`src/rtl/imm_extend_stage.sv`:
```
// Immediate generator for the 16-bit ISA decode path: opcode-selected field, sign/zero extension, optional branch shift.
// One-cycle latency; a one-entry output register plus a one-entry skid buffer, with in_ready dropping only once the skid is full.
module imm_extend_stage #(
  parameter int INSTR_W   = 16,
  parameter int OUT_W     = 16,
  parameter int SIGN_EXT  = 1,
  parameter int BR_SHIFT  = 0,
  parameter int ERR_CNT_W = 8
) (
  input  logic                 clk,
  input  logic                 rst_n,
  input  logic                 flush,
  input  logic                 in_valid,
  output logic                 in_ready,
  input  logic [INSTR_W-1:0]   in_instr,
  output logic                 out_valid,
  input  logic                 out_ready,
  output logic [OUT_W-1:0]     out_imm,
  output logic [2:0]           out_type,
  output logic                 out_err,
  output logic [ERR_CNT_W-1:0] err_count
);

  logic [2:0]       op_c;
  logic [3:0]       f4_c;
  logic [9:0]       f10_c;
  logic [OUT_W-1:0] imm_c;
  logic             err_c;

  assign op_c = in_instr[2:0];

  always_comb begin
    f4_c  = '0;
    f10_c = '0;
    err_c = 1'b0;
    case (op_c)
      3'b001, 3'b010: f4_c  = in_instr[15:12];
      3'b011, 3'b100: f4_c  = {in_instr[15], in_instr[5:3]};
      3'b101:         f10_c = in_instr[15:6];
      3'b110, 3'b111: err_c = 1'b1;
      default:        f4_c  = '0;
    endcase
    // R-type and illegal opcodes leave both fields at zero, so they extend to zero
    if (op_c == 3'b101) begin
      imm_c = OUT_W'(f10_c);
      if (SIGN_EXT != 0 && f10_c[9]) imm_c = imm_c | ~OUT_W'(10'h3FF);
    end else begin
      imm_c = OUT_W'(f4_c);
      if (SIGN_EXT != 0 && f4_c[3]) imm_c = imm_c | ~OUT_W'(4'hF);
    end
    if (BR_SHIFT != 0 && (op_c == 3'b100 || op_c == 3'b101)) imm_c = imm_c << 1;
  end

  logic                 or_vld_q, or_vld_d;
  logic [OUT_W-1:0]     or_imm_q, or_imm_d;
  logic [2:0]           or_type_q, or_type_d;
  logic                 or_err_q, or_err_d;
  logic                 sk_vld_q, sk_vld_d;
  logic [OUT_W-1:0]     sk_imm_q, sk_imm_d;
  logic [2:0]           sk_type_q, sk_type_d;
  logic                 sk_err_q, sk_err_d;
  logic                 in_rdy_q, in_rdy_d;
  logic [ERR_CNT_W-1:0] err_cnt_q, err_cnt_d;
  logic                 acc_c, xfer_c;

  assign acc_c  = in_valid & in_rdy_q;
  assign xfer_c = or_vld_q & out_ready;

  always_comb begin
    or_vld_d  = or_vld_q;
    or_imm_d  = or_imm_q;
    or_type_d = or_type_q;
    or_err_d  = or_err_q;
    sk_vld_d  = sk_vld_q;
    sk_imm_d  = sk_imm_q;
    sk_type_d = sk_type_q;
    sk_err_d  = sk_err_q;
    err_cnt_d = err_cnt_q;
    if (flush) begin
      or_vld_d = 1'b0;
      sk_vld_d = 1'b0;
    end else begin
      if (xfer_c && or_err_q && err_cnt_q != '1) err_cnt_d = err_cnt_q + ERR_CNT_W'(1);
      // accept and skid-drain never coincide: in_ready is low whenever the skid holds data
      if (xfer_c && sk_vld_q) begin
        or_imm_d  = sk_imm_q;
        or_type_d = sk_type_q;
        or_err_d  = sk_err_q;
        sk_vld_d  = 1'b0;
      end else if (acc_c && (!or_vld_q || xfer_c)) begin
        or_vld_d  = 1'b1;
        or_imm_d  = imm_c;
        or_type_d = op_c;
        or_err_d  = err_c;
      end else if (acc_c) begin
        sk_vld_d  = 1'b1;
        sk_imm_d  = imm_c;
        sk_type_d = op_c;
        sk_err_d  = err_c;
      end else if (xfer_c) begin
        or_vld_d  = 1'b0;
      end
    end
    in_rdy_d = !sk_vld_d;
  end

  always_ff @(posedge clk or negedge rst_n) begin
    if (!rst_n) begin
      or_vld_q  <= 1'b0;
      or_imm_q  <= '0;
      or_type_q <= '0;
      or_err_q  <= 1'b0;
      sk_vld_q  <= 1'b0;
      sk_imm_q  <= '0;
      sk_type_q <= '0;
      sk_err_q  <= 1'b0;
      in_rdy_q  <= 1'b1;
      err_cnt_q <= '0;
    end else begin
      or_vld_q  <= or_vld_d;
      or_imm_q  <= or_imm_d;
      or_type_q <= or_type_d;
      or_err_q  <= or_err_d;
      sk_vld_q  <= sk_vld_d;
      sk_imm_q  <= sk_imm_d;
      sk_type_q <= sk_type_d;
      sk_err_q  <= sk_err_d;
      in_rdy_q  <= in_rdy_d;
      err_cnt_q <= err_cnt_d;
    end
  end

  assign in_ready  = in_rdy_q;
  assign out_valid = or_vld_q;
  assign out_imm   = or_imm_q;
  assign out_type  = or_type_q;
  assign out_err   = or_err_q;
  assign err_count = err_cnt_q;

endmodule

```
`config.mk`:
```
export PLATFORM = sky130hd
export DESIGN_NAME = imm_extend_stage
export DESIGN_NICKNAME = d
export VERILOG_FILES = /design/src/rtl/imm_extend_stage.sv
export SDC_FILE = /design/constraint.sdc
export NUM_CORES = 1
export LEC_CHECK = 0
export ABC_AREA = 1
export CAP_MARGIN = 20
export CORE_UTILIZATION = 41
export CTS_BUF_LIST = sky130_fd_sc_hd__clkbuf_8
export CTS_CLUSTER_DIAMETER = 40
export DETAILED_ROUTE_END_ITERATION = 16
export PLACE_DENSITY = 0.68
export SYNTH_ARGS = -nofsm -noshare
export SYNTH_HDL_FRONTEND = slang
export SYNTH_SLANG_ARGS = --single-unit
```
`constraint.sdc`:
```
create_clock -name clk -period 2.07 [get_ports clk]
set_input_delay 0.414 -clock clk [delete_from_list [all_inputs] [get_ports clk]]
set_output_delay 0.414 -clock clk [all_outputs]
set_load 0.02 [all_outputs]
```
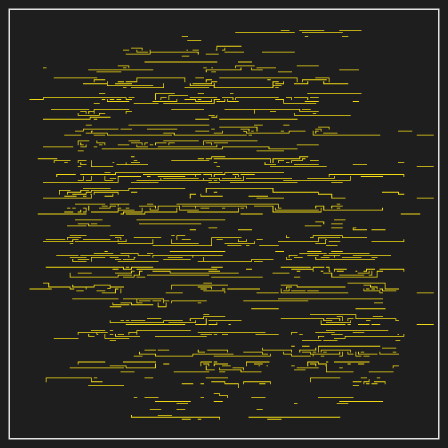
Run 1: the metal 1 layer
The wires run mostly horizontal. The layer holds 50% of the routed length. The layer carries 2330 um of wire. The longest straight run is 20.7 um. 300 nets have wire on it.
overall via count from detail_route: 1894
met1 Usage GRT: 27.5%
Routed WL: 4660 um

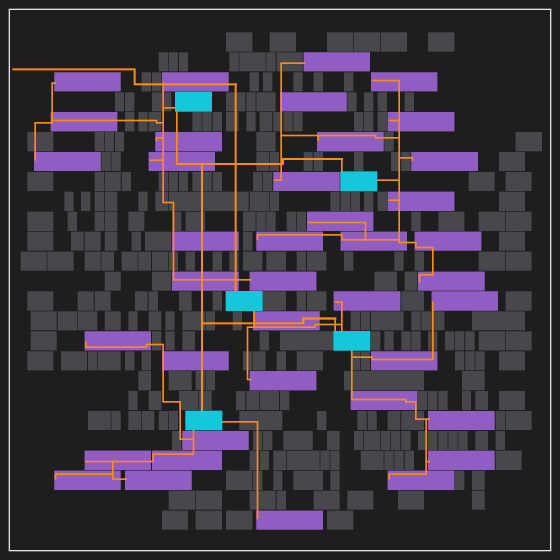
Run 1: routed clock nets over the placement
Key: purple = flip-flops [count 39]; cyan = clock drivers [count 5]; orange = clock wires [length 519 um]
There are 6 routed clock nets. Position of the flops: spread over the die.
portion of total power attributed to the clock network: 30.9%
clock network power consumption: 0.000763 W
clk latency late pin: 300 ps
clock skew after layout: 7.23 ps

==> COMMIT_EDITMSG, run 1 <==
Log flow metrics for this revision

- Result of the run: complete, no violations
- Biggest power consumer among the groups: registers
- Critical R2R Launch: err_count[0]
* Wire length of the first global-routing pass: 7860 um
- Final hold analysis gives a worst-case slack of roughly 67 ps.
- The warning tally printed by Yosys for this design is 0.
- For reference, compound AND-OR and OR-AND cells occupy roughly 9% of the area reported after synthesis.
* Uppermost routed layer: met4
- In this run the clock root is driven by a sky130_fd_sc_hd__clkbuf_8.
* Tool warnings: 26
- Tap insertion was completed with around 67 tapcells.
* Crit path buffers/inverters: 1
* Number of failing hold endpoints at the final stage: 0
* Most frequent cell after synthesis: sky130_fd_sc_hd__nand2_1
- Cells on worst reg2reg path: 8
- Routed wire per std cell: between 10 and 15 um
- Number of sinks handled by clock tree synthesis: 39
- Dominant comb cell: simple AND/OR/NAND/NOR gates
- For this run, the post-layout net count is 345.
- Layout clock buffers: 5
- Once placement finished, the instance area stood at 2670 um^2.
- RSZ-0062 raised after global routing: no
- Setup slack on the critical path of the routed design comes to about 230 ps.
- Summed over all routing layers, the global router reports a total usage of 19.3%.
- As logged by OpenROAD, the buffers inserted on ports number around 50.
- WS Path Type: reg2out
- The internal power of the cells totals 0.00172 W.
- Logic inverters: 24
- Post-synthesis cell type with the largest combined area: sky130_fd_sc_hd__dfrtp_1
- List of cells traversed by the critical path: clkdlybuf4s50_1
- Combinational power for this build is 0.000696 W.
* Max IR drop VDD: ~0.00033 V
- Post-synthesis share of cell area spent on and, or, nand and nor gates: 31.9%
- According to the cell report, the number of logic gates is roughly 190.
- After detailed routing, the met2 layer carries 2040 um of wire.
- The clock period could shrink to 1840 ps.
- XOR Share, Synth: between 2 and 2.5%
- The vertical die dimension reported for this design is 73.7 um.
- Final clock period utilization by the worst path: about nine tenths
* Worst r2r dst: err_count[6]
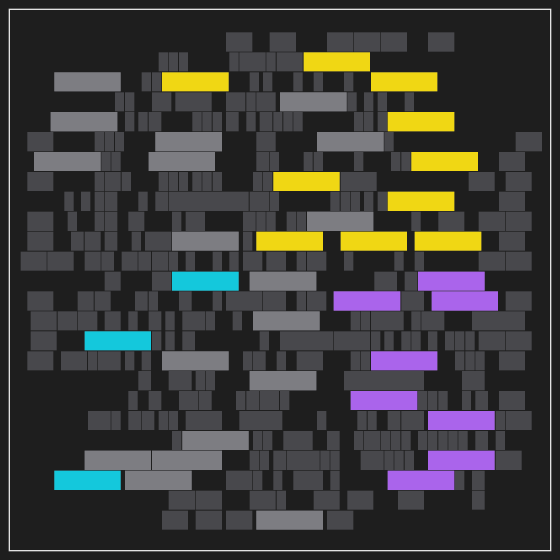
Run 1: sequential cells grouped by signal name
Other sequential cells in the stronger grey, the rest of the logic in the fainter grey.
Key: yellow = out_imm [placed flops 10]; purple = err_count [placed flops 8]; cyan = sk_type_q [placed flops 3]
Another 18 sequential cells are not coloured.
register fraction of the total cell area: 34.9%
register area: 977 um^2

Run 1, wires at chosen ports, followed through buffers:
Bar = 20 um.
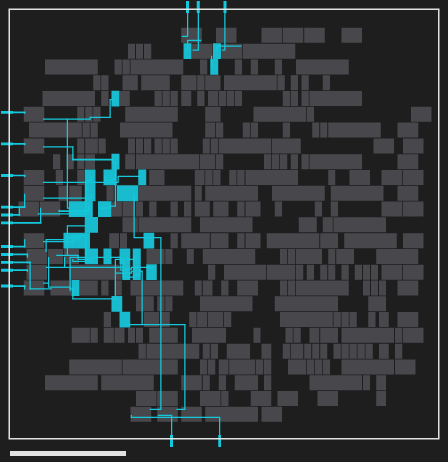

## Run 2: what changed since run 1
==> constraint.sdc (replaced) <==
create_clock -name clk -period 2.2 [get_ports clk]
set_input_delay 0.44 -clock clk [delete_from_list [all_inputs] [get_ports clk]]
set_output_delay 0.44 -clock clk [all_outputs]
set_load 0.02 [all_outputs]
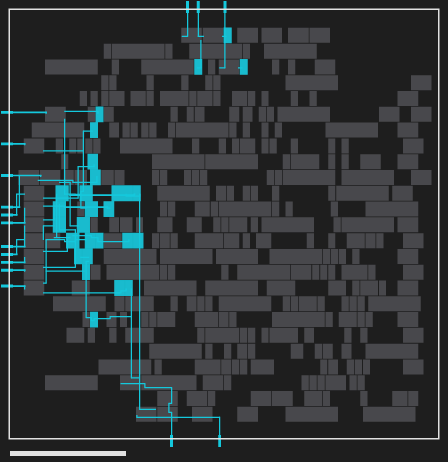
Run 2: wires at chosen ports, followed through buffers
Bar = 20 um.
Key: cyan = in_instr [bits 16, direction input, edge 11 west, 3 north, 2 south, end cells 27, buffers 17, wire 389 um]
total I/O pin count: 51
IO buf count: 50

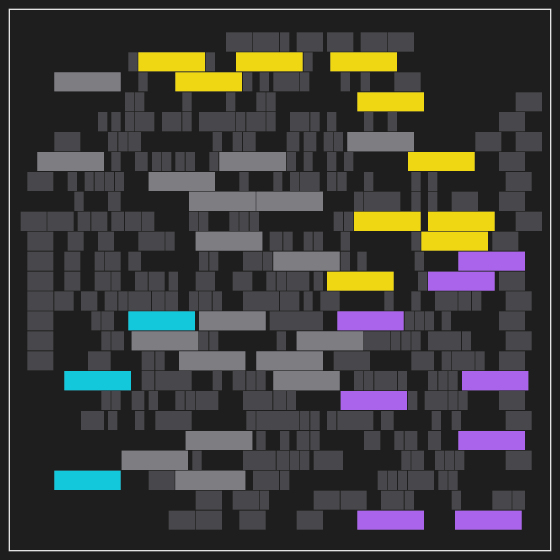
Run 2: sequential cells grouped by signal name
Other sequential cells in the stronger grey, the rest of the logic in the fainter grey.
Key: cyan = sk_type_q [placed flops 3]; purple = err_count [placed flops 8]; yellow = out_imm [placed flops 10]
Another 18 sequential cells are not coloured.
power in sequential cells: 0.000953 W
fin util: 56.3%
register fraction of the total cell area: 35.8%

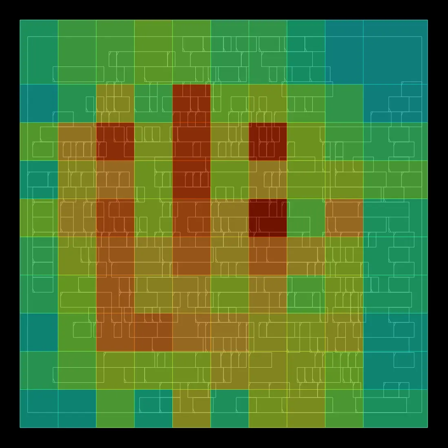
Run 2: track usage over the die
layer with the highest usage after global routing: met2
GRT met2 Usage: 29.2%
met3 global-route usage: 3.70%
total global-route track usage: 19.5%
Routed wire per std cell: 12.0 um

==> COMMIT_EDITMSG, run 2 <==
Log flow metrics for this revision

- The routed design has 4650 um of wire.
- WS Path Type: reg2out
* Worst r2r dst: err_count[7]
* Final period demand of the worst path: between 1500 and 2000 ps
* Number of sinks handled by clock tree synthesis: 39
- The synthesized netlist devotes 2.49% of its cell area to XOR and XNOR gates.
* Result of the run: complete, no violations
- Biggest power consumer among the groups: registers
- Clock network power consumption: 0.000528 W
- met1 track demand over resource after global routing is between 20% and 30%.
- Routed length on met2: 2070 um
- Max IR drop VDD: 0.000273 V
* Total number of yosys warnings: 0
- The first global-routing pass estimated around 7900 um of wire.
- Setup repair after global routing left no endpoint under its margin.
- The floorplan step set the die height to 73.7 um.
* Cells on worst reg2reg path: 8
- Most frequent cell after synthesis: sky130_fd_sc_hd__nand2_1
- Number of well taps: 67
- Int Pwr: 0.00144 W
* Post-synthesis share of cell area spent on and, or, nand and nor gates: a little under a third
Power figures rest on the tool's default switching activity, not on a simulated workload.
